[src/rtl/div_req_queue.sv]
// ---------------------------------------------------------------------------
// div_req_queue
//
// Operand-issue and result-capture stage around a combinational divider.
// Operand pairs are accepted with a valid/ready handshake into a small FIFO.
// An FSM pops the FIFO head and handles it in one of two ways:
//   - Non-zero divisor: drives the divider, waits SETTLE cycles, then
//     registers its quotient/remainder.
//   - Zero divisor: never reaches the divider. It produces an immediate
//     divide-by-zero result instead.
// Results are then presented downstream with valid/ready.
//
// Ports:
//   clk, rst                      clock, asynchronous active-high reset
//   in_valid/in_ready             operand handshake
//   in_dividend/in_divisor        operand pair
//   div_dividend/div_divisor      registered operands to the divider
//                                 (divisor never 0)
//   div_quotient/div_remainder    combinational results from the divider
//   out_valid/out_ready           result handshake
//   out_quotient/out_remainder    registered result
//   out_dbz                       result came from a zero divisor
//   count                         FIFO occupancy
// ---------------------------------------------------------------------------
module div_req_queue #(
    parameter int WIDTH  = 4,
    parameter int DEPTH  = 4,
    parameter int SETTLE = 1
) (
    input  logic                     clk,
    input  logic                     rst,
    input  logic                     in_valid,
    output logic                     in_ready,
    input  logic [WIDTH-1:0]         in_dividend,
    input  logic [WIDTH-1:0]         in_divisor,
    output logic [WIDTH-1:0]         div_dividend,
    output logic [WIDTH-1:0]         div_divisor,
    input  logic [WIDTH-1:0]         div_quotient,
    input  logic [WIDTH-1:0]         div_remainder,
    output logic                     out_valid,
    input  logic                     out_ready,
    output logic [WIDTH-1:0]         out_quotient,
    output logic [WIDTH-1:0]         out_remainder,
    output logic                     out_dbz,
    output logic [$clog2(DEPTH):0]   count
);

    localparam int AW = $clog2(DEPTH);
    localparam int CW = AW + 1;
    localparam int SW = $clog2(SETTLE + 1);

    localparam logic [1:0] IDLE  = 2'd0;
    localparam logic [1:0] DRIVE = 2'd1;
    localparam logic [1:0] HOLD  = 2'd2;

    logic [WIDTH-1:0] memDividend [DEPTH];
    logic [WIDTH-1:0] memDivisor  [DEPTH];

    logic [AW-1:0]    wrPtr_q, rdPtr_q;
    logic [CW-1:0]    count_q, count_d;
    logic [1:0]       state_q, state_d;
    logic [SW-1:0]    settle_q, settle_d;
    logic [WIDTH-1:0] divDividend_q, divDividend_d;
    logic [WIDTH-1:0] divDivisor_q, divDivisor_d;
    logic [WIDTH-1:0] outQuotient_q, outQuotient_d;
    logic [WIDTH-1:0] outRemainder_q, outRemainder_d;
    logic             outDbz_q, outDbz_d;
    logic             outValid_q, outValid_d;

    logic             push, pop;
    logic [WIDTH-1:0] headDividend, headDivisor;

    assign in_ready     = (count_q != CW'(DEPTH));
    assign push         = in_valid && in_ready;
    assign headDividend = memDividend[rdPtr_q];
    assign headDivisor  = memDivisor[rdPtr_q];

    // FIFO storage needs no reset; occupancy is tracked by count_q.
    always_ff @(posedge clk) begin
        if (push) begin
            memDividend[wrPtr_q] <= in_dividend;
            memDivisor[wrPtr_q]  <= in_divisor;
        end
    end

    // Occupancy: a simultaneous push and pop cancel out.
    always_comb begin
        count_d = count_q;
        if (push && !pop)
            count_d = count_q + CW'(1);
        else if (!push && pop)
            count_d = count_q - CW'(1);
    end

    // Issue/capture FSM. A pop happens from IDLE, or from HOLD on the edge
    // the current result is accepted, so back-to-back requests issue
    // without an idle cycle. A zero divisor bypasses the divider and leaves
    // the divider operand registers untouched, so div_divisor stays non-zero.
    always_comb begin
        state_d        = state_q;
        settle_d       = settle_q;
        divDividend_d  = divDividend_q;
        divDivisor_d   = divDivisor_q;
        outQuotient_d  = outQuotient_q;
        outRemainder_d = outRemainder_q;
        outDbz_d       = outDbz_q;
        outValid_d     = outValid_q;
        pop            = 1'b0;

        case (state_q)
            IDLE: ;
            DRIVE: begin
                settle_d = settle_q - SW'(1);
                if (settle_q == SW'(1)) begin
                    outQuotient_d  = div_quotient;
                    outRemainder_d = div_remainder;
                    outDbz_d       = 1'b0;
                    outValid_d     = 1'b1;
                    state_d        = HOLD;
                end
            end
            HOLD: begin
                if (out_ready) begin
                    outValid_d = 1'b0;
                    state_d    = IDLE;
                end
            end
            default: state_d = IDLE;
        endcase

        if ((state_q == IDLE || (state_q == HOLD && out_ready)) && count_q != '0) begin
            pop = 1'b1;
            if (headDivisor != '0) begin
                divDividend_d = headDividend;
                divDivisor_d  = headDivisor;
                settle_d      = SW'(SETTLE);
                state_d       = DRIVE;
            end else begin
                outQuotient_d  = '1;
                outRemainder_d = headDividend;
                outDbz_d       = 1'b1;
                outValid_d     = 1'b1;
                state_d        = HOLD;
            end
        end
    end

    // State registers; reset drops queued entries and any in-flight result.
    always_ff @(posedge clk or posedge rst) begin
        if (rst) begin
            wrPtr_q        <= '0;
            rdPtr_q        <= '0;
            count_q        <= '0;
            state_q        <= IDLE;
            settle_q       <= '0;
            divDividend_q  <= '0;
            divDivisor_q   <= WIDTH'(1);
            outQuotient_q  <= '0;
            outRemainder_q <= '0;
            outDbz_q       <= 1'b0;
            outValid_q     <= 1'b0;
        end else begin
            if (push)
                wrPtr_q <= wrPtr_q + AW'(1);
            if (pop)
                rdPtr_q <= rdPtr_q + AW'(1);
            count_q        <= count_d;
            state_q        <= state_d;
            settle_q       <= settle_d;
            divDividend_q  <= divDividend_d;
            divDivisor_q   <= divDivisor_d;
            outQuotient_q  <= outQuotient_d;
            outRemainder_q <= outRemainder_d;
            outDbz_q       <= outDbz_d;
            outValid_q     <= outValid_d;
        end
    end

    assign div_dividend  = divDividend_q;
    assign div_divisor   = divDivisor_q;
    assign out_quotient  = outQuotient_q;
    assign out_remainder = outRemainder_q;
    assign out_dbz       = outDbz_q;
    assign out_valid     = outValid_q;
    assign count         = count_q;

endmodule

[config.mk]
export PLATFORM = sky130hd
export DESIGN_NAME = div_req_queue
export DESIGN_NICKNAME = d
export VERILOG_FILES = /design/src/rtl/div_req_queue.sv
export SDC_FILE = /design/constraint.sdc
export NUM_CORES = 1
export LEC_CHECK = 0
export CAP_MARGIN = 20
export CORE_MARGIN = 2
export CORE_UTILIZATION = 56
export CTS_CLUSTER_DIAMETER = 200
export DETAILED_ROUTE_END_ITERATION = 10
export PLACE_DENSITY_LB_ADDON = 0.12
export SKIP_CTS_REPAIR_TIMING = 1
export SYNTH_ARGS = -nofsm -noshare
export SYNTH_HDL_FRONTEND = slang
export SYNTH_SLANG_ARGS = --single-unit
[constraint.sdc]
create_clock -name clk -period 4.3 [get_ports clk]
set_input_delay 0.86 -clock clk [delete_from_list [all_inputs] [get_ports clk]]
set_output_delay 0.86 -clock clk [all_outputs]
set_load 0.05 [all_outputs]
Figure 1. The clock network.
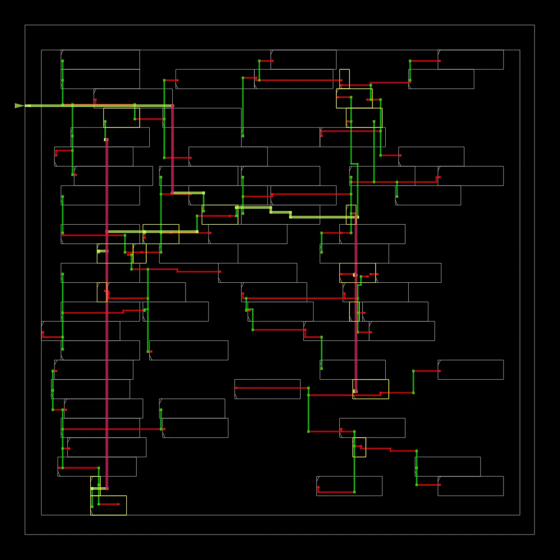
Clock net power: 0.000397 W
Clock Latency Late Sink: 0.32 ns
Seq cells: 60

Figure 2. Placement by cell class.
Bar = 20 µm.
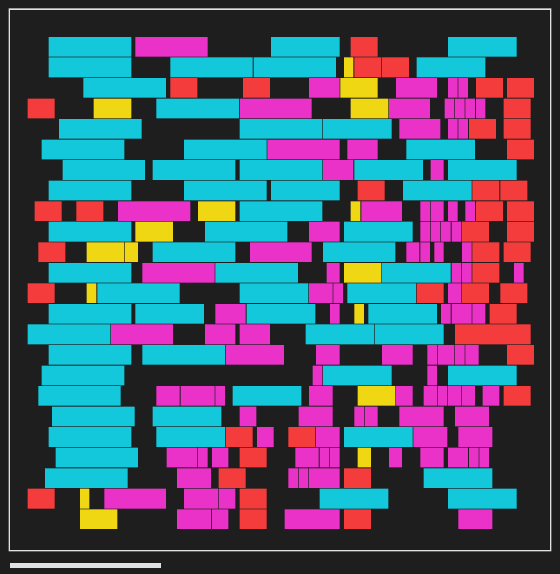
Red stands for other buffers and delay cells, cells 42. Yellow stands for clock drivers and dummy loads, cells 16. Cyan stands for flops, cells 60. Magenta stands for combinational and other logic, cells 101.

Figure 3. Supply network.
Pins as bars on the die edge. Tap cells in gray.
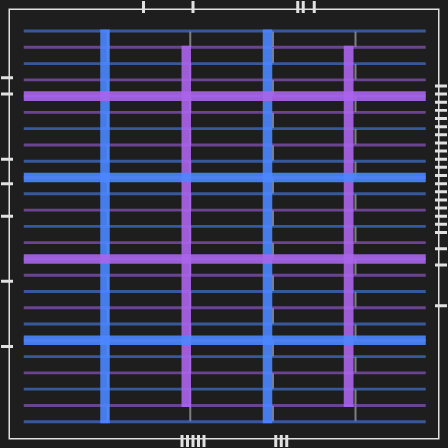
Blue stands for VSS. Purple stands for VDD.
The core has 24 rows. 4 straps on met5. 4 straps on met4. 25 met1 rails follow the rows.

==> flow_metrics.py <==
# Auto-generated metrics
metrics = {
    "status": {
        "status": "completed",
    },
    "power": {
        "switching_share_pct": 41.3,
        "p_int_w": 0.00158,
        "p_leak_nw": 1.32,
    },
    "placed_design": {
        "place_congestion": 0.891,
        "post-dp-hpwl_mm": 3.04,
    },
    "logic_synthesis": {
        "synth-edff-count": 32,
        "ys_types": 31,
        "syn_inst": 164,
        "synthDominantCellAreaShare_pct": 37.6,
        "syn_area_um2": 2550,
    },
    "floorplan": {
        "core_area_um2": 4380,
        "fp_util_pct": 58.2,
    },
    "cells_and_area": {
        "dominant_cells": "registers",
        "logic_gates": 92,
        "logic_area_um2": 837,
        "signal_buffers": 42,
        "seq-cell-share_pct": 52.1,
    },
    "detailed_routing": {
        "m1WireLength_mm": 1.88,
        "drc": 0,
        "wl_met2_mm": 2.15,
        "top_layer_used": "met4",
    },
    "worst_setup_path": {
        "start_kind": "register",
        "crit_family": "buffers and inverters",
        "worstPathRequired_ns": 3.44,
        "worst_ep_arrival_time_ns": 1.85,
    },
    "sta": {
        "rsz0062_at_grt": "no",
        "relSlewSlack_pct": 63.0,
    },
    "hold_path": {
        "hold_path_class": "reg2reg",
        "hold_path_depth": 2,
    },
    "clock_tree": {
        "cts_buffers": 9,
    },
}
## stage by stage
stage	hold slack, ns	cell area, µm²	total power [W]	utilization (%)	worst slack (ns)
after floorplan	0.479	2550	0.00193	-	1.74
after global placement	0.459	3010	0.00226	68.6	1.39
after detailed placement	0.478	3010	0.00231	68.6	1.33
after CTS	0.492	3160	0.00271	72.1	1.57
after global routing	0.517	3190	0.00286	72.7	1.49
final	0.488	3190	0.00269	72.7	1.59
## power groups by stage
stage | registers (W) | clock network, W | logic, W
2_1_floorplan | 0.00126 | 0 | 0.000667
3_3_place_gp | 0.000959 | 0 | 0.00130
3_5_place_dp | 0.000975 | 0 | 0.00133
4_1_cts | 0.000965 | 0.000411 | 0.00134
5_1_grt | 0.000990 | 0.000435 | 0.00143
6_report | 0.000962 | 0.000397 | 0.00133
Power is estimated from default activity; no workload was simulated.
